### src/rtl/lfsr_word_packer.sv
// Packs LFSR output chunks into words, buffers them in a FWFT FIFO, and
// throttles the LFSR enable so no generated chunk is ever lost.
module lfsr_word_packer #(
    parameter int unsigned IN_BITS    = 1,
    parameter int unsigned WORD_WIDTH = 32,
    parameter int unsigned FIFO_DEPTH = 4
) (
    input  logic                          clk,
    input  logic                          reset_n,
    input  logic                          run,
    output logic                          lfsr_enable,
    input  logic [IN_BITS-1:0]            lfsr_bits,
    input  logic                          lfsr_valid,
    output logic [WORD_WIDTH-1:0]         word_data,
    output logic                          word_valid,
    input  logic                          word_ready,
    output logic [$clog2(FIFO_DEPTH):0]   fifo_level,
    output logic [15:0]                   word_count,
    output logic                          overflow,
    input  logic                          clear_overflow
);

    localparam int unsigned CHUNKS = WORD_WIDTH / IN_BITS;
    localparam int unsigned IDX_W  = (CHUNKS > 1) ? $clog2(CHUNKS) : 1;
    localparam int unsigned PTR_W  = $clog2(FIFO_DEPTH);
    localparam int unsigned LVL_W  = PTR_W + 1;

    logic                  r_run_q;
    logic [IDX_W-1:0]      r_idx;
    logic [WORD_WIDTH-1:0] r_pack;
    logic [WORD_WIDTH-1:0] r_mem [FIFO_DEPTH];
    logic [PTR_W-1:0]      r_wr_ptr;
    logic [PTR_W-1:0]      r_rd_ptr;
    logic [LVL_W-1:0]      r_level;
    logic [15:0]           r_word_count;
    logic                  r_overflow;

    logic [WORD_WIDTH-1:0] w_word;
    logic [31:0]           w_base;
    logic [LVL_W-1:0]      w_free;
    logic                  w_last;
    logic                  w_full;
    logic                  w_complete;
    logic                  w_pop;
    logic                  w_push;
    logic                  w_drop;

    // Pack register with the current chunk merged in at its slot
    assign w_base = 32'(r_idx) * IN_BITS;
    always_comb begin
        w_word                     = r_pack;
        w_word[w_base +: IN_BITS]  = lfsr_bits;
    end

    assign w_last     = (r_idx == IDX_W'(CHUNKS - 1));
    assign w_full     = (r_level == LVL_W'(FIFO_DEPTH));
    assign w_complete = lfsr_valid && w_last;
    assign w_pop      = word_valid && word_ready;
    assign w_push     = w_complete && (!w_full || w_pop);
    assign w_drop     = w_complete && w_full && !w_pop;

    // Two free entries: the word finishing now plus the chunk already requested
    assign w_free      = LVL_W'(FIFO_DEPTH) - r_level;
    assign lfsr_enable = r_run_q && (w_free >= LVL_W'(2));

    assign word_valid = (r_level != '0);
    assign word_data  = r_mem[r_rd_ptr];
    assign fifo_level = r_level;
    assign word_count = r_word_count;
    assign overflow   = r_overflow;

    always_ff @(posedge clk or negedge reset_n) begin
        if (!reset_n) begin
            r_run_q      <= 1'b0;
            r_idx        <= '0;
            r_pack       <= '0;
            r_wr_ptr     <= '0;
            r_rd_ptr     <= '0;
            r_level      <= '0;
            r_word_count <= '0;
            r_overflow   <= 1'b0;
            for (int i = 0; i < int'(FIFO_DEPTH); i++) begin
                r_mem[i] <= '0;
            end
        end else begin
            r_run_q <= run;

            if (lfsr_valid) begin
                r_pack <= w_word;
                r_idx  <= w_last ? '0 : r_idx + IDX_W'(1);
            end

            if (w_push) begin
                r_mem[r_wr_ptr] <= w_word;
                r_wr_ptr        <= r_wr_ptr + PTR_W'(1);
                r_word_count    <= r_word_count + 16'd1;
            end

            if (w_pop) begin
                r_rd_ptr <= r_rd_ptr + PTR_W'(1);
            end

            if (w_push && !w_pop) begin
                r_level <= r_level + LVL_W'(1);
            end else if (w_pop && !w_push) begin
                r_level <= r_level - LVL_W'(1);
            end

            // A drop and a clear in the same cycle leave the flag set
            if (w_drop) begin
                r_overflow <= 1'b1;
            end else if (clear_overflow) begin
                r_overflow <= 1'b0;
            end
        end
    end

endmodule

### config.mk
export PLATFORM = sky130hd
export DESIGN_NAME = lfsr_word_packer
export DESIGN_NICKNAME = d
export VERILOG_FILES = /design/src/rtl/lfsr_word_packer.sv
export SDC_FILE = /design/constraint.sdc
export NUM_CORES = 1
export LEC_CHECK = 0
export ABC_AREA = 1
export CAP_MARGIN = 40
export CORE_ASPECT_RATIO = 1.5
export CORE_MARGIN = 2
export CORE_UTILIZATION = 56
export DETAILED_ROUTE_END_ITERATION = 12
export PLACE_DENSITY = 0.81
export SYNTH_ARGS = -nofsm -noshare
export SYNTH_HDL_FRONTEND = slang
export SYNTH_SLANG_ARGS = --single-unit
### constraint.sdc
create_clock -name clk -period 3.3 [get_ports clk]
set_input_delay 0.33 -clock clk [delete_from_list [all_inputs] [get_ports clk]]
set_output_delay 0.33 -clock clk [all_outputs]
set_load 0.05 [all_outputs]
Figure 1. Supply network.
Bar = 20 um. Pins as bars on the die edge. Tap cells in gray.
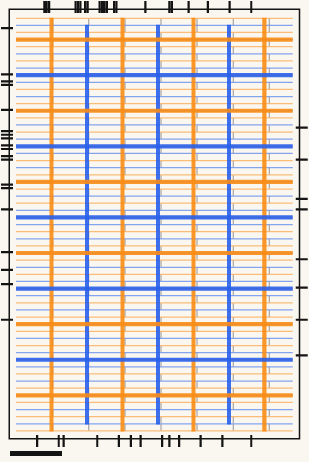
Orange shows VSS. Blue shows VDD.
The core has 58 rows. 7 straps on met4. 59 met1 rails follow the rows. 61 signal pins sit on the boundary.
Core Area: 0.0167 sq mm
Worst IR Drop VDD: 0.557 mV
horizontal extent of the die: 110 um
die boundary height: 164 um

Figure 2. Close-up of the layout.
Region (70, 28) to (95, 53) um. Cells in gray, sequential cells in the stronger gray; small squares are vias.
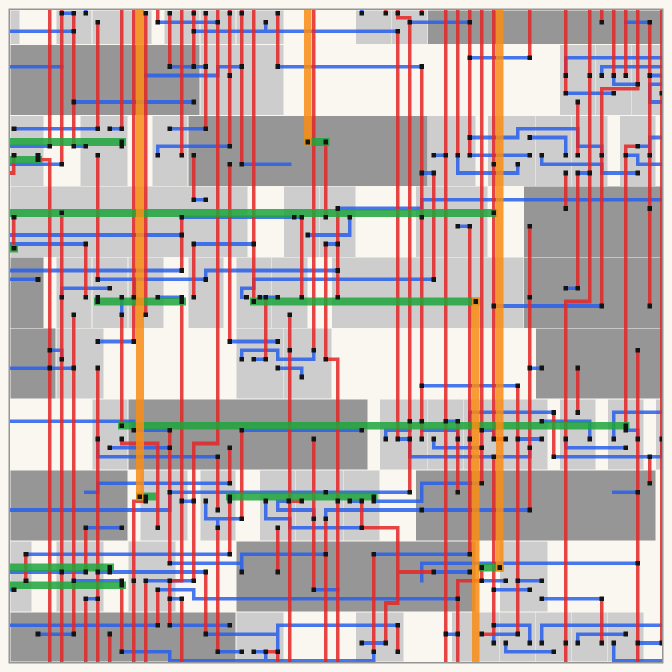
Orange shows M4. Red shows M2. Blue shows M1. Green shows M3.
Netlist names of flops here include `r_mem` (8), `r_pack` (1). Most frequent: nand2_1 (23), nand3_1 (10), dfrtp_1 (9). 58 logic cells have their middle in the window. Sequential cells in the window: 9.

==> GITHUB_STEP_SUMMARY <==
## Implementation flow summary

| Metric | Value |
|---|---|
| Power consumed by sequential cells | roughly 3200 uW |
| Type of origin of the critical path | flip-flop |
| Post-placement worst setup slack | between 700 and 800 ps |
| Grt ovf | 0 |
| Vias per Instance | roughly 5.8 |
| Area occupied by multi-input gates | around 0.0042 sq mm |
| Flip-flop and latch share of the layout cell area | between 40% and 50% |
| Simple-gate share of the synthesized area | 31.6% |
| Setup bufs post-CTS | 0 |
| Count of inverters other than clock inverters in the layout | around 83 |
| Number of cells in Yosys stat | ~1200 |
| Overall Power | roughly 10000 uW |
| GRT met1 Usage | 36.4% |
| Post-DR wirelength/cell | 17.4 um |
| Relative slew slack | 51.2% |
| End-of-flow core utilization | 64.7% |
| Layout sequential cell count | ~190 |
| Clock Network Area Fraction | under 10% |
| H-tree Lvls | 4 |
| Final routed wirelength across all metal layers | 25.9 mm |
| Largest area contributor in the synthesized netlist | dfrtp_1 |
| Highest metal layer used by the detailed router | met4 |
| Wire length of the first global-routing pass | about 42 mm |
| Worst Hold Margin | about 260 ps |
| Total power density per cell area | 925 mW/mm^2 |
| Global routing met3 resource utilization | between 4 and 5% |
| Count of library flops with an enable pin | 0 |
| Placed cell count | 1456 |
| Top logic family | simple AND/OR/NAND/NOR gates |
| Fill cell count | between 1000 and 1500 |
| Log Warnings | 35 |
| Well Taps | approximately 210 |
| Hold violation count in the final report | 0 |
| Clock group share of total power | between 20% and 30% |
| Sum Neg Setup Slack | 0 ps |
| Final net count | between 1000 and 1500 |
| Run status | finished, final reports clean |
| Number of register bits inferred by synthesis | roughly 190 |
| Cell area after technology mapping | around 0.0095 sq mm |
| Total number of placement rows | between 50 and 60 |
| Fraction of final layout cells sized beyond drive strength 1 | 9.38% |
| Power group with the largest share | combinational logic |
| Largest net degree at the start of global routing | roughly 90 |
| Distinct cell type count after synthesis | 32 |
| Proportion of total power due to net switching | between 40% and 50% |
| Post-Syn Nets | approximately 1200 |
Power figures rest on the tool's default switching activity, not on a simulated workload.
